Fig. 1: run 1, routing congestion
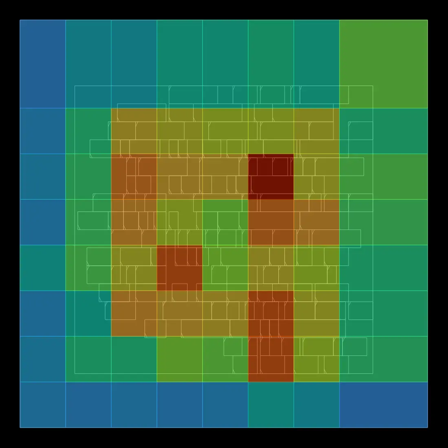
Fig. 2: run 1, sequential cells coloured by netlist name
Scale bar: 20 um. Other sequential cells in the stronger grey, the rest of the logic in the fainter grey.
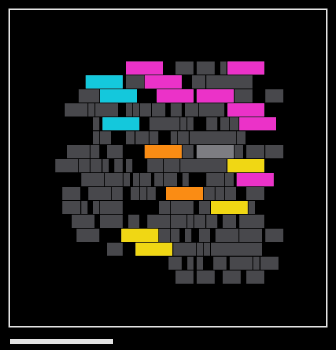
Fig. 3: run 1, the metal 2 layer
Scale bar: 20 um.
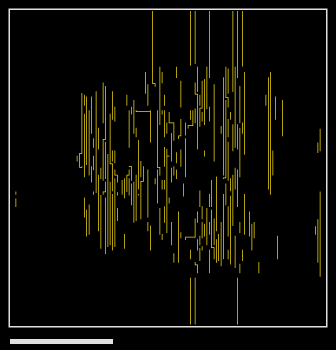
==> config.mk <==
export PLATFORM = sky130hd
export DESIGN_NAME = wind_pattern_gen_flat
export DESIGN_NICKNAME = d
export VERILOG_FILES = /design/src/rtl/wind_pkg.sv /design/src/rtl/wind_pattern_gen_if.sv /design/src/rtl/wind_prescaler.sv /design/src/rtl/wind_pattern_gen.sv /design/src/flat_wrapper.sv
export SDC_FILE = /design/constraint.sdc
export NUM_CORES = 1
export LEC_CHECK = 0
export CAP_MARGIN = 10
export CORE_MARGIN = 8
export CORE_UTILIZATION = 50
export CTS_BUF_LIST = sky130_fd_sc_hd__clkbuf_16
export CTS_CLUSTER_DIAMETER = 200
export DETAILED_ROUTE_END_ITERATION = 10
export PLACE_DENSITY = 0.83
export SLEW_MARGIN = 5
export SYNTH_ARGS = -nofsm -noshare
export SYNTH_HDL_FRONTEND = slang
export SYNTH_HIERARCHICAL = 1
export SYNTH_SLANG_ARGS = --single-unit
==> constraint.sdc <==
create_clock -name clk -period 6 [get_ports clk]
set_input_delay 1.8 -clock clk [delete_from_list [all_inputs] [get_ports clk]]
set_output_delay 1.8 -clock clk [all_outputs]
set_load 0.02 [all_outputs]
==> summary.txt, run 1 <==
Results of an implementation run.

The count of input and output buffers is 17. The tally of nets with antenna violations remaining after routing is 0. Looking at the cell usage after synthesis, the top flip-flop cell is dfxtp_1.

Setup repair after global routing left no endpoint under its margin. The count of clock tree sinks is 18. STA reports the tightest min-delay check as being of type reg -> reg.

Synthesis produced a netlist with a net count of about 130. Routability-driven placement finished with a final weighted congestion of just over 0.9. For the worst flop-to-flop path, the logic depth is 11.

The flow ran to the end, and the final reports show no timing, DRC or antenna violations. Max-slew check failures listed in the final report amount to 0. The routed length per placed instance is between 10 and 15 um. The critical path maximum fanout is 8.

The post-route fraction of the period consumed by the critical path is between 70% and 80%. The worst setup path is captured at a register. Between the synthesized netlist and the finished layout, the area growth was recorded as 26.68%. Setup slack closes at approximately 1.8 ns. The maximum level of the CTS H-tree is 1. The leading cell type in the layout, fill and taps excluded is dfxtp_1. The net total in the final layout is 154. The CTS clock-pin slew for the worst setup and hold paths is roughly 0.050 ns. The number of buffers inserted for hold repair after clock tree synthesis is 0. The placement-stage cell area is 0.001240 sq mm.

The number of instances in the synthesized netlist is 111. Sorting the synthesized cells by how often they occur yields dfxtp_1 (18), ha_1 (13), inv_1 (9), nor2_1 (8), nand2_1 (7). The AND-OR/OR-AND share of the synthesized area is around a fifth. For the worst-skew pair, the clock arrives at the later sink with an insertion delay of between 0.2 and 0.25 ns. Detailed placement ended at an HPWL of between 1500 and 2000 um. The prevailing logic family in the synthesized netlist is simple AND/OR/NAND/NOR gates.

The switching part of the total is roughly 22%.
About Fig. 1:
post-layout util: 67.22%
GR Util met2: 23.93%
GR Util met1: 15.04%
busiest grt layer: met2
combined global-route utilization of all metal layers: 13.06%

About Fig. 2:
- `u_core/pos_q`: cyan (placed flops 3)
- `u_core/bus.pattern`: magenta (placed flops 8)
- `u_core/u_prescaler/cnt_q`: yellow (placed flops 4)
- `u_core/state_q`: orange (placed flops 2)
- not coloured: 1
fraction of area in registers: 27.32%
Sequential Power: 126 uW
footprint of the flip-flops and latches: 360.3 sq um

About Fig. 3:
- nets with wire on the layer: 128
- longest straight run: 23.8 um
- wire length on this layer: 1,130 um
- share of all routed wire: 52%
wirelength, routed: 2188 um
vias: 857

-- run 1: cell type report --
cell class	count	area (sq um)
clock inverters	1	3.754
clock buffers	3	75.07
well taps	27	33.78
inverters	9	33.78
multi-input cells	83	641.9
repair buffers	17	170.2
fillers	151	643.1
flip-flops and latches	18	360.3
-- run 1: critical path, cell delays in order --
cell and delay [ns]:
clkdlybuf4s50_1 0.41, ha_1 0.29, nand2b_4 0.14, a2111oi_4 0.43
nor2_2 0.10, and2_1 0.25, nand2_1 0.12, nor2_1 0.06
a31oi_2 0.35, nand2b_4 0.09, o41ai_2 0.32
-- run 1: metal layers --
layer  vias to the layer above  track usage (%)  wire length (um)
met2                        18            23.93              1132
met4                         0            4.870                16
li1                        429                -                 -
met1                       408            15.04               983
met5                         -                0                 0
met3                         2            1.253                56
Fig. 4: run 1, gate families picked out
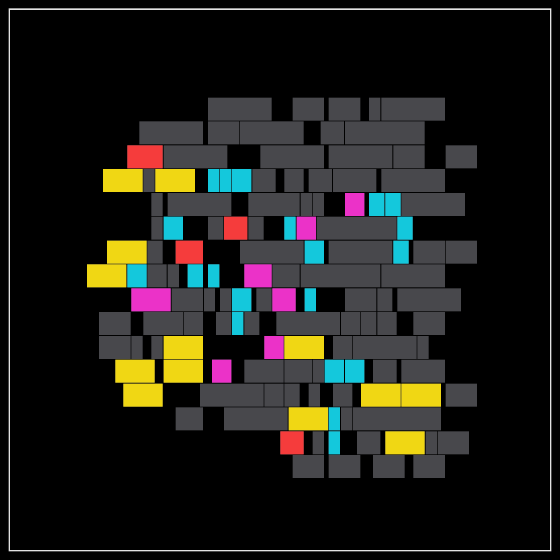

==> run 1 -> run 2 <==
--- a/config.mk
+++ b/config.mk
@@ -7,11 +7,11 @@
 export LEC_CHECK = 0
 export CAP_MARGIN = 10
 export CORE_MARGIN = 8
-export CORE_UTILIZATION = 50
+export CORE_UTILIZATION = 46
 export CTS_BUF_LIST = sky130_fd_sc_hd__clkbuf_16
 export CTS_CLUSTER_DIAMETER = 200
 export DETAILED_ROUTE_END_ITERATION = 10
-export PLACE_DENSITY = 0.83
+export PLACE_DENSITY = 0.81
 export SLEW_MARGIN = 5
 export SYNTH_ARGS = -nofsm -noshare
 export SYNTH_HDL_FRONTEND = slang
==> constraint.sdc (replaced) <==
create_clock -name clk -period 3.73 [get_ports clk]
set_input_delay 1.119 -clock clk [delete_from_list [all_inputs] [get_ports clk]]
set_output_delay 1.119 -clock clk [all_outputs]
set_load 0.02 [all_outputs]
Fig. 5: run 2, gate families picked out
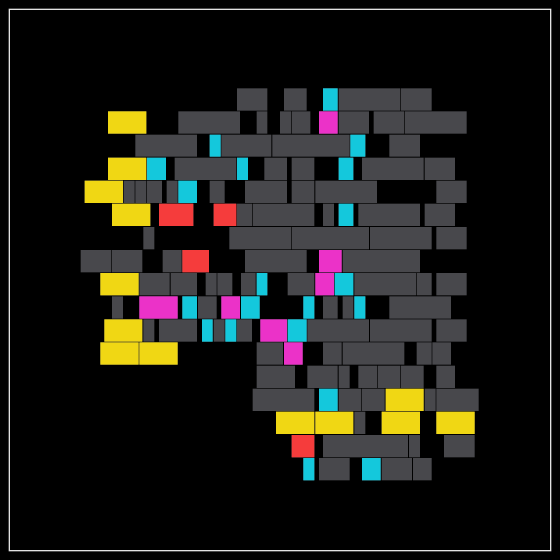
- and/or cells: magenta (cells 7; most used and2_1; where middle)
- nor cells: cyan (cells 20; most used nor2_1)
- fa/ha/maj cells: yellow (cells 13; most used ha_1)
- non-inverting ao/oa cells: red (cells 4; most used o21a_1)
final cell count without fillers: 161
most common cell after layout, fill and taps aside: dfxtp_1
multi-input gate share of total cell area: 47.94%

Fig. 6: run 2, sequential cells coloured by netlist name
Scale bar: 20 um. Other sequential cells in the stronger grey, the rest of the logic in the fainter grey.
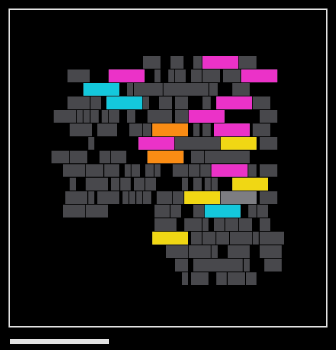
- `u_core/state_q`: orange (placed flops 2)
- `u_core/u_prescaler/cnt_q`: yellow (placed flops 4)
- `u_core/pos_q`: cyan (placed flops 3)
- `u_core/bus.pattern`: magenta (placed flops 8)
Sequential Power: 203 uW
fraction of area in registers: 26.92%
post-layout util: 61.71%

==> run 2 against run 1 <==
  * Total power is 61% higher
  * Flip-flop count stayed put
  * Die size is 6.4% higher
  * Count of clock-buffer cells in the layout stayed put
  * Largest cell class unchanged
==> summary.txt, run 2 <==
Results of an implementation run.

The flip-flop and latch count came to 18 (unchanged). The number of filler instances in the final layout is 186 (+23%). The clock-cell share of area is 5.607% (-0.37 points). The count of inserted tapcells came to 28 (+3.7%). The sum of met2 wire segment lengths after detailed routing is 1124 um (-0.71%). The worst-case setup margin in the final layout came to 0.2804 ns (-1.514 ns). Looking at the area split, the leading class of cells is logic gates. The tally of nets with antenna violations remaining after routing was 0 (unchanged). The AND-OR/OR-AND share of the synthesized area was 20.31% (unchanged). The final number of max-transition violations is 0 (unchanged). In the synthesized netlist, the dominant kind of combinational cell is simple AND/OR/NAND/NOR gates. The flow ran to the end, and the final reports show no timing, DRC or antenna violations. The CTS clock-pin slew for the worst setup and hold paths is 0.05 ns (about the same). The net total in the final layout is 157 (+1.9%). The maximum level of the CTS H-tree is 1 (unchanged). The largest driver fanout on the critical path was 8 (unchanged).

The type of destination of the critical path is a register. The met3 demand-to-capacity share in global routing is 2.827% (+1.6 points). The combinational cell area excluding buffers and inverters is 641.9 sq um (unchanged). The top routing layer in use is met3. The type of the most critical hold path is reg -> reg.

Setup repair after global routing left no endpoint under its margin. The final critical path takes up slightly above 90% of the cycle. The number of non-clock buffers came to 20 (+3). The estimated wirelength of the detail-placed design is 1605 um (-3.5%). The synthesized net count is 133 (unchanged). The number of logic gates is 83 (unchanged). The clock insertion delay at the later pin of the skew report is 0.24 ns (about the same). The count of clock tree sinks is 18 (unchanged).

The number of instances in the synthesized netlist was 111 (unchanged). The detailed-route wire length was 2205 um (+0.78%). The inverter count of the layout excluding clock inverters is 9 (unchanged). The cell sequence reported for the critical path is clkdlybuf4s50_1, ha_1, nand2b_4, a2111oi_4, nor2_2, and2_1, and3b_1, a2bb2oi_1, or3_1, nor3_1.

The count of input and output buffers was 17 (unchanged).
-- run 2: netlist changes by cell type in the layout (fill, tap and decap cells not counted), sizes merged --
cell    before  now
buf          0    3
clkinv       1    0
-- run 2: where the power goes --
group / total, uW / internal, uW / switching [uW]
clock network: 205 / 141 / 64.3
registers: 203 / 198 / 4.58
logic: 70.5 / 36.2 / 34.3
-- run 2: stage by stage --
step                utilization (%)  hold slack [ns]
CTS                           61.71           0.5224
floorplan                         -           0.4723
finish                        61.71           0.5231
global route                  61.71           0.5500
detailed placement            58.25           0.5164
global placement              58.25           0.4970
-- run 2: worst max-delay path: cells and delay by family --
family / cells / cell delay (ns)
buffers and inverters: 1 / 0.40
adders and majority gates: 1 / 0.29
and+or+nand+nor: 6 / 1.29
AOI/OAI and AO/OA: 2 / 0.51
No activity file was given, so power comes from the tool's default toggle rates.
